`config.mk`:
```
export PLATFORM = sky130hd
export DESIGN_NAME = dcache_wb_unit
export DESIGN_NICKNAME = d
export VERILOG_FILES = /design/src/rtl/dcache_wb_unit_pkg.sv /design/src/rtl/wb_beat_fifo.sv /design/src/rtl/dcache_wb_unit.sv
export SDC_FILE = /design/constraint.sdc
export NUM_CORES = 1
export LEC_CHECK = 0
export ABC_AREA = 1
export CORE_ASPECT_RATIO = 0.5
export CORE_MARGIN = 5
export CORE_UTILIZATION = 50
export DETAILED_ROUTE_END_ITERATION = 10
export PLACE_DENSITY_LB_ADDON = 0.05
export SYNTH_ARGS = -nofsm -noshare
export SYNTH_HDL_FRONTEND = slang
export SYNTH_SLANG_ARGS = --single-unit
```
`constraint.sdc`:
```
create_clock -name clock -period 13 [get_ports clock]
set_clock_uncertainty 0.1 [all_clocks]
set_input_delay 2.6 -clock clock [delete_from_list [all_inputs] [get_ports clock]]
set_output_delay 2.6 -clock clock [all_outputs]
set_load 0.01 [all_outputs]
```
`src/rtl/dcache_wb_unit_pkg.sv`:
```
// rtl/dcache_wb_unit_pkg.sv - shared dcache parameters, TileLink C opcodes and writeback request type
package dcache_wb_unit_pkg;

  localparam int PADDR_BITS     = 32;
  localparam int BLOCK_BYTES    = 64;
  localparam int BLOCK_OFF_BITS = $clog2(BLOCK_BYTES);
  localparam int N_SETS         = 64;
  localparam int IDX_BITS       = $clog2(N_SETS);
  localparam int N_WAYS         = 8;
  localparam int ROW_BITS       = 128;
  localparam int TAG_BITS       = PADDR_BITS - 12;
  localparam int SOURCE_BITS    = 3;
  localparam int REFILL_CYCLES  = BLOCK_BYTES * 8 / ROW_BITS;

  localparam logic [2:0] OPC_PROBE_ACK_DATA = 3'd5;
  localparam logic [2:0] OPC_RELEASE_DATA   = 3'd7;

  typedef enum logic [1:0] {
    S_IDLE     = 2'd0,
    S_READ     = 2'd1,
    S_WAIT_ACK = 2'd2
  } wb_state_e;

  typedef struct packed {
    logic [TAG_BITS-1:0]    tag;
    logic [IDX_BITS-1:0]    idx;
    logic [N_WAYS-1:0]      way_en;
    logic                   voluntary;
    logic [2:0]             param;
    logic [SOURCE_BITS-1:0] source;
  } wb_req_t;

  // Block-aligned physical address of the victim line.
  function automatic logic [PADDR_BITS-1:0] block_addr(
    input logic [TAG_BITS-1:0] tag,
    input logic [IDX_BITS-1:0] idx
  );
    return {tag, idx, {BLOCK_OFF_BITS{1'b0}}};
  endfunction

endpackage

```
`src/rtl/wb_beat_fifo.sv`:
```
// rtl/wb_beat_fifo.sv - 2-entry first-word-fall-through beat buffer between data array and channel C
module wb_beat_fifo
  import dcache_wb_unit_pkg::*;
(
  input  logic                clock,
  input  logic                reset,
  input  logic                push_i,
  input  logic [ROW_BITS-1:0] push_data_i,
  input  logic                pop_i,
  output logic                valid_o,
  output logic [ROW_BITS-1:0] head_o,
  output logic [1:0]          count_o
);

  logic [ROW_BITS-1:0] mem_q [2];
  logic                wr_ptr_q;
  logic                rd_ptr_q;
  logic [1:0]          count_q;
  logic [1:0]          count_d;
  logic                empty;
  logic                bypass;
  logic                do_write;
  logic                do_read;

  // An arriving row is visible at the head the cycle it lands, so an empty
  // buffer adds no latency; if it is consumed that same cycle it is never stored.
  assign empty    = (count_q == 2'd0);
  assign bypass   = empty && push_i && pop_i;
  assign do_write = push_i && !bypass;
  assign do_read  = pop_i && !empty;
  assign valid_o  = !empty || push_i;
  assign head_o   = (empty && push_i) ? push_data_i : mem_q[rd_ptr_q];
  assign count_o  = count_q;

  // Occupancy after this cycle's store/consume.
  always_comb begin
    count_d = count_q;
    if (do_write && !do_read) count_d = count_q + 2'd1;
    if (!do_write && do_read) count_d = count_q - 2'd1;
  end

  // Storage, pointers and occupancy.
  always_ff @(posedge clock or posedge reset) begin
    if (reset) begin
      mem_q[0] <= '0;
      mem_q[1] <= '0;
      wr_ptr_q <= 1'b0;
      rd_ptr_q <= 1'b0;
      count_q  <= 2'd0;
    end else begin
      if (do_write) begin
        mem_q[wr_ptr_q] <= push_data_i;
        wr_ptr_q        <= ~wr_ptr_q;
      end
      if (do_read) rd_ptr_q <= ~rd_ptr_q;
      count_q <= count_d;
    end
  end

endmodule

```
`src/rtl/dcache_wb_unit.sv`:
```
// rtl/dcache_wb_unit.sv - L1 dcache writeback engine streaming dirty blocks as TileLink channel-C bursts
module dcache_wb_unit
  import dcache_wb_unit_pkg::*;
(
  input  logic                   clock,
  input  logic                   reset,
  input  logic                   req_valid,
  output logic                   req_ready,
  input  logic [TAG_BITS-1:0]    req_tag,
  input  logic [IDX_BITS-1:0]    req_idx,
  input  logic [N_WAYS-1:0]      req_way_en,
  input  logic                   req_voluntary,
  input  logic [2:0]             req_param,
  input  logic [SOURCE_BITS-1:0] req_source,
  output logic                   data_req_valid,
  input  logic                   data_req_ready,
  output logic [IDX_BITS+1:0]    data_req_addr,
  output logic [N_WAYS-1:0]      data_req_way_en,
  input  logic [ROW_BITS-1:0]    data_resp,
  output logic                   c_valid,
  input  logic                   c_ready,
  output logic [2:0]             c_opcode,
  output logic [2:0]             c_param,
  output logic [2:0]             c_size,
  output logic [SOURCE_BITS-1:0] c_source,
  output logic [PADDR_BITS-1:0]  c_address,
  output logic [ROW_BITS-1:0]    c_data,
  input  logic                   release_ack,
  output logic                   busy,
  output logic [IDX_BITS-1:0]    busy_idx,
  output logic                   done
);

  localparam logic [2:0] BEATS = 3'(REFILL_CYCLES);

  wb_state_e   state_q, state_d;
  wb_req_t     req_q, req_d;
  logic [2:0]  opcode_q, opcode_d;
  logic [2:0]  rd_cnt_q, rd_cnt_d;
  logic [2:0]  tx_cnt_q, tx_cnt_d;
  logic        inflight_q, inflight_d;
  logic        ack_q, ack_d;

  logic        rd_fire;
  logic        beat_pop;
  logic [1:0]  fifo_count;
  logic        fifo_valid;
  logic [ROW_BITS-1:0] fifo_head;

  // A read is only issued when a buffer slot is guaranteed for its response,
  // because data_resp cannot be back-pressured.
  assign data_req_valid  = (state_q == S_READ) && (rd_cnt_q < BEATS) &&
                           (({1'b0, fifo_count} + {2'b0, inflight_q}) < 3'd2);
  assign data_req_addr   = {req_q.idx, rd_cnt_q[1:0]};
  assign data_req_way_en = req_q.way_en;
  assign rd_fire         = data_req_valid && data_req_ready;

  assign c_valid   = fifo_valid;
  assign c_data    = fifo_head;
  assign beat_pop  = c_valid && c_ready;
  assign c_opcode  = opcode_q;
  assign c_param   = req_q.param;
  assign c_size    = 3'(BLOCK_OFF_BITS);
  assign c_source  = req_q.source;
  assign c_address = block_addr(req_q.tag, req_q.idx);

  assign req_ready = (state_q == S_IDLE);
  assign busy      = (state_q != S_IDLE);
  assign busy_idx  = req_q.idx;

  wb_beat_fifo u_beat_fifo (
    .clock       (clock),
    .reset       (reset),
    .push_i      (inflight_q),
    .push_data_i (data_resp),
    .pop_i       (beat_pop),
    .valid_o     (fifo_valid),
    .head_o      (fifo_head),
    .count_o     (fifo_count)
  );

  // Next-state, request capture, read/beat counters and the done pulse.
  // done is raised while still busy so a new request cannot overlap it.
  always_comb begin
    state_d    = state_q;
    req_d      = req_q;
    opcode_d   = opcode_q;
    rd_cnt_d   = rd_cnt_q;
    tx_cnt_d   = tx_cnt_q;
    inflight_d = rd_fire;
    ack_d      = ack_q;
    done       = 1'b0;
    case (state_q)
      S_IDLE: begin
        if (req_valid) begin
          state_d  = S_READ;
          req_d    = '{tag: req_tag, idx: req_idx, way_en: req_way_en,
                       voluntary: req_voluntary, param: req_param, source: req_source};
          opcode_d = req_voluntary ? OPC_RELEASE_DATA : OPC_PROBE_ACK_DATA;
          rd_cnt_d = 3'd0;
          tx_cnt_d = 3'd0;
          ack_d    = 1'b0;
        end
      end
      S_READ: begin
        if (rd_fire)  rd_cnt_d = rd_cnt_q + 3'd1;
        if (beat_pop) tx_cnt_d = tx_cnt_q + 3'd1;
        if (tx_cnt_q == BEATS) begin
          if (req_q.voluntary) begin
            state_d = S_WAIT_ACK;
          end else begin
            done    = 1'b1;
            state_d = S_IDLE;
          end
        end
      end
      S_WAIT_ACK: begin
        if (ack_q) begin
          done    = 1'b1;
          state_d = S_IDLE;
        end else if (release_ack) begin
          ack_d = 1'b1;
        end
      end
      default: state_d = S_IDLE;
    endcase
  end

  // State and latched request fields; reset aborts any burst in progress.
  always_ff @(posedge clock or posedge reset) begin
    if (reset) begin
      state_q    <= S_IDLE;
      req_q      <= '0;
      opcode_q   <= 3'd0;
      rd_cnt_q   <= 3'd0;
      tx_cnt_q   <= 3'd0;
      inflight_q <= 1'b0;
      ack_q      <= 1'b0;
    end else begin
      state_q    <= state_d;
      req_q      <= req_d;
      opcode_q   <= opcode_d;
      rd_cnt_q   <= rd_cnt_d;
      tx_cnt_q   <= tx_cnt_d;
      inflight_q <= inflight_d;
      ack_q      <= ack_d;
    end
  end

endmodule
```
==> results.py, run 1 <==
# Generated from Yosys and OpenROAD reports
metrics = {
    "critical_path": {
        "path_delay_family": "buffers and inverters",
        "max_stage_delay_ps": 930,
        "worstPathArrival_ps": 4360,
        "r2r_start": "u_beat_fifo.count_o[0]",
        "crit_buf_inv": 3,
        "crit_cells": 7,
    },
    "drt": {
        "via_count": 12220,
        "top_layer_used": "met5",
        "routed-wl-met2_um": 18280,
    },
    "placed_design": {
        "finalWeightedCongestion": 0.7830,
        "io_buffers": 364,
        "dpl.hpwl_um": 24650,
        "pre_cts_ws_ps": 6281,
    },
    "floorplanning": {
        "die-width_um": 257.5,
        "core_um2": 30240,
    },
    "worst_hold_path": {
        "hold_depth": 2,
        "min_to": "u_beat_fifo.mem_q[65]",
    },
    "final_layout": {
        "regArea_um2": 7811,
        "fillers": 2638,
        "fin_util_pct": 65.07,
    },
    "yosys": {
        "yosysWarnings": 0,
        "edf_count": 0,
        "synth_flop_count": 312,
        "flop_cell": "dfrtp_1",
        "yosysChipArea_um2": 15310,
    },
    "clock_tree": {
        "ctsRootBufferMaster": "clkbuf_16",
    },
    "sta": {
        "timing.final.crit_period_ps": 7063,
        "setup_violations": 0,
    },
    "flow_run": {
        "warnings": 41,
    },
    "outcome": {
        "status": "completed",
    },
    "global_route": {
        "met1_usage_pct": 27.58,
        "met3_usage_pct": 5.587,
        "antenna_found_initial": 1,
    },
    "power_and_ir_drop": {
        "peakVddDrop_v": 0.0001549,
        "leakagePower_nw": 9.303,
    },
}
run 1: layout by cell type, fill, tap and decap left out, types with 3 or more instances in the layout:
master           instances
clkbuf_8                 7
inv_1                  272
dfrtp_1                311
o21ai_0                267
clkbuf_16               29
nor2_1                  10
conb_1                   9
clkinv_2                 4
clkdlybuf4s50_1        364
o21ai_1                 10
xnor2_1                  3
nand2_1                422
buf_4                    8
o21ai_2                110
o211ai_1               128
mux2_2                  41
clkbuf_1                 5
nand3_1                  6
ha_1                     7
run 1: layout make-up:
| type | instances | share of cell area [%] |
|---|---|---|
| flip-flops and latches | 312 | 39.70 |
| clock buffers | 41 | 4.273 |
| well taps | 399 | 2.537 |
| repair buffers | 374 | 19.03 |
| multi-input cells | 1026 | 28.86 |
| clock inverters | 7 | 0.3370 |
| inverters | 274 | 5.265 |
run 1: power breakdown:
group          internal, W  total [W]  switching, W
sequential         0.00139    0.00165      0.000258
clock             0.000466   0.000830      0.000364
combinational      0.00127    0.00246       0.00119
run 1: metrics by stage:
| stage | cell area [µm²] | instances |
|---|---|---|
| 2_1_floorplan | 15340 | 1754 |
| 3_3_place_gp | 18770 | 2385 |
| 3_5_place_dp | 18770 | 2385 |
| 4_1_cts | 19680 | 2433 |
| 5_1_grt | 19680 | 2433 |
| 6_report | 19680 | 2433 |
run 1: registers in the layout, summed over array words and instances, names as in the netlist:
signal and flops:
ack_q 1, busy_idx 6, c_address 20, c_opcode 2, c_param 3, c_source 3, data_req_way_en 8, inflight_q 1
rd_cnt_q 3, state_q 2, tx_cnt_q 3, u_beat_fifo.count_o 2, u_beat_fifo.mem_q 256, u_beat_fifo.rd_ptr_q 1, u_beat_fifo.wr_ptr_q 1
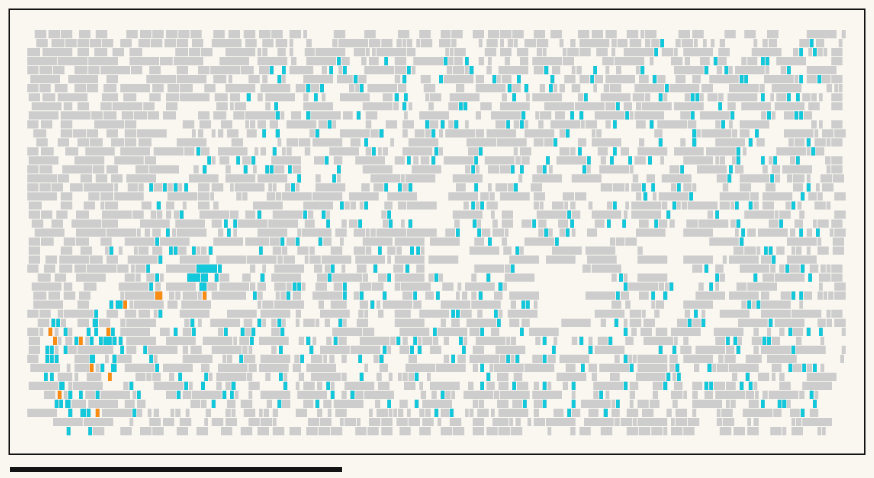
**Above:** run 1 (gate families picked out).
Bar = 100 µm.
Key: NAND gates = cyan [cells 434, most used nand2_1, where spread over the die]; NOR gates = orange [cells 11, most used nor2_1, where south-west]

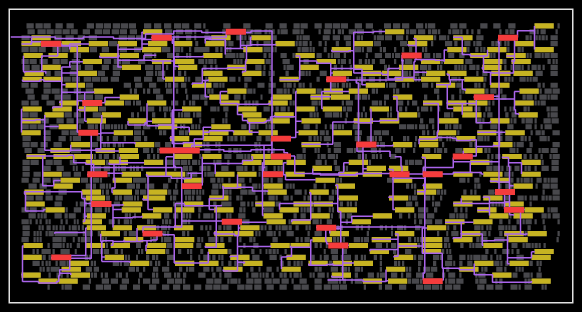
**Above:** run 1 (clock network drawn from the DEF).
Key: flip-flops = yellow [count 312]; clock wires = purple [length 3,990 µm]; cells driving clock nets = red [count 29]
There are 30 routed clock nets. Position of the flops: spread over the die.
clk pwr: 0.000830 W
Latency at later pin: 560 ps
clock network power share: 16.8%

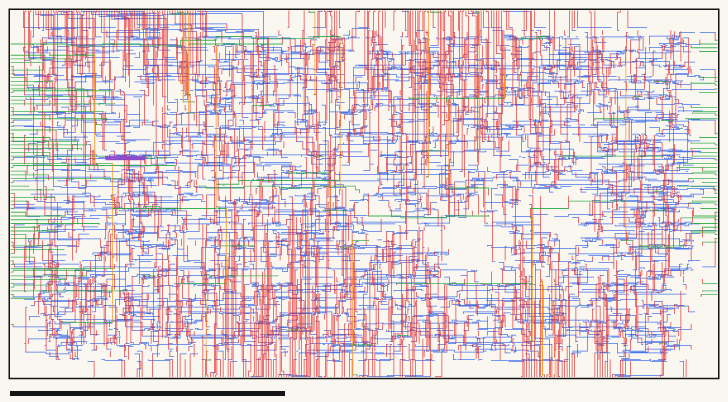
**Above:** run 1 (wiring by layer).
Bar = 100 µm.
Key: met5 = purple [wire length 12.9 µm]; met3 = green [wire length 2,130 µm]; met2 = red [wire length 18,300 µm]; met1 = blue [wire length 16,200 µm]; met4 = orange [wire length 830 µm]

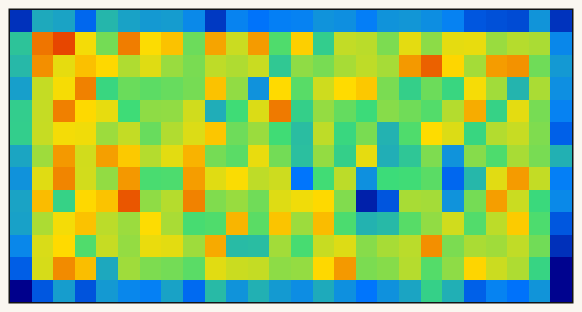
**Above:** run 1 (placement density heat map).
26 x 13 tiles, from dark blue (low) to red (high), 0 to 100% covered.
The densest ninth of the die: west. 0.90% of the tiles are nearly empty. The fullest tile reaches 92%. The mean over all tiles is 56%. 16% of the tiles are over 75% full.

**Run 1: routing congestion map**

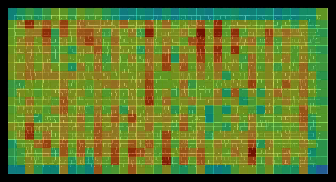

==> run 2, diff against run 1 <==
==> constraint.sdc (replaced) <==
create_clock -name clock -period 6.7 [get_ports clock]
set_clock_uncertainty 0.1 [all_clocks]
set_input_delay 1.34 -clock clock [delete_from_list [all_inputs] [get_ports clock]]
set_output_delay 1.34 -clock clock [all_outputs]
set_load 0.01 [all_outputs]
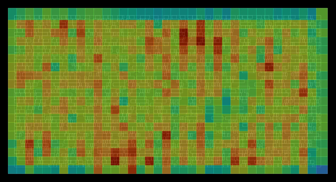
**Above:** run 2 (routing congestion map).
GR Util met1: 28.02%
wire per inst: 15.35 µm
gr busiest metal: met2

==> results.py, run 2 <==
# Generated from Yosys and OpenROAD reports
metrics = {
    "critical_path": {
        "worstPathArrival_ps": 3060,
        "crit_cells": 6,
        "path_delay_family": "buffers and inverters",
        "max_stage_delay_ps": 610,
        "crit_buf_inv": 2,
        "r2r_start": "u_beat_fifo.count_o[0]",
    },
    "final_layout": {
        "largest_register_ffs": 256,
        "fin_util_pct": 65.45,
        "top_register": "u_beat_fifo.mem_q",
        "mostFrequentLayoutCells": "422 x nand2_1, 364 x clkdlybuf4s50_1, 311 x dfrtp_1",
        "fillers": 2607,
        "layout_top_cell": "nand2_1",
        "stdcell_area_um2": 19790,
    },
    "floorplanning": {
        "core_um2": 30240,
        "dieHeight_um": 133.7,
        "die-width_um": 257.5,
    },
    "sta": {
        "drv_slew": 0,
        "setup_violations": 0,
        "timing.final.crit_period_ps": 4502,
    },
    "outcome": {
        "status": "completed",
    },
    "yosys": {
        "yosys.area.top_type": "dfrtp_1",
        "yosysSeqAreaShare_pct": 50.98,
        "synth_async_sr_flop_share_pct": 100.0,
        "synth-cells-yosys": 1747,
        "flop_cell": "dfrtp_1",
        "synth_flop_count": 312,
    },
    "placed_design": {
        "pre_cts_ws_ps": 2554,
        "postPlaceCellArea_um2": 18870,
        "dpl.hpwl_um": 24920,
        "finalWeightedCongestion": 0.7898,
        "io_buffers": 364,
        "dp_cells": 2387,
    },
    "clock_tree": {
        "ctsRootBufferMaster": "clkbuf_16",
        "cts_tree": "yes",
        "clk_pin_slew_worst_paths_ps": 60,
        "worstSkewPairLatency_ps": 540,
    },
    "drt": {
        "via_count": 12200,
    },
    "worst_hold_path": {
        "min_to": "u_beat_fifo.mem_q[230]",
        "hp-start": "u_beat_fifo.mem_q[230]",
        "hold_depth": 2,
    },
    "power_and_ir_drop": {
        "leakagePower_nw": 9.349,
        "peakVddDrop_v": 0.0002623,
    },
    "global_route": {
        "grt_pass1_vias": 11890,
    },
}
[run 2: cell counts after synthesis]
Identical to the previous run, type by type.
[run 2: cells by family after synthesis]
logic type      Yosys count
compound gates          518
simple gates            446
buf+inv                 416
flops                   312
mux                      41
fa+ha+maj                 7
xor+xnor                  5
other cells               2
[run 2: area by class of cell]
| type | instances | area (µm²) | area share (%) |
|---|---|---|---|
| Clock inverter | 5 | 50.05 | 0.2529 |
| Sequential cell | 312 | 7811 | 39.47 |
| Antenna cell | 4 | 10.01 | 0.05058 |
| Tap cell | 399 | 499.2 | 2.523 |
| Clock buffer | 44 | 862.1 | 4.356 |
| Inverter | 274 | 1032 | 5.216 |
| Timing Repair Buffer | 376 | 3846 | 19.44 |
| Multi-Input combinational cell | 1026 | 5678 | 28.69 |
[run 2: metal layers]
layer	part of all wire [%]	track usage, %	up-vias	wire, µm
met5	0.029	0	-	11
met2	49	36.01	219	18330
met4	2.3	5.154	2	860
met3	5.4	5.473	53	2007
li1	-	-	6138	-
met1	43	28.02	5789	16240
[run 2: worst max path at each step]
| stage | startpoint | endpoint | slack [ps] |
|---|---|---|---|
| 6_report | u_beat_fifo.count_o[0] | c_data[17] | 2200 |
| 5_1_grt | u_beat_fifo.count_o[0] | c_data[17] | 2020 |
| 4_1_cts | u_beat_fifo.count_o[0] | c_data[17] | 2220 |
| 3_5_place_dp | data_resp[101] | c_data[101] | 2550 |
| 3_3_place_gp | data_resp[100] | c_data[100] | 2540 |
| 2_1_floorplan | reset | ack_q | 1110 |
[run 2: where the power goes]
group          internal [W]  leakage (nW)  total, W  switching, W
logic               0.00248          4.97   0.00477       0.00229
registers           0.00270          3.93   0.00322      0.000515
clock network      0.000917         0.453   0.00163      0.000708
total               0.00610          9.35   0.00962       0.00351
Power is estimated from default activity; no workload was simulated.
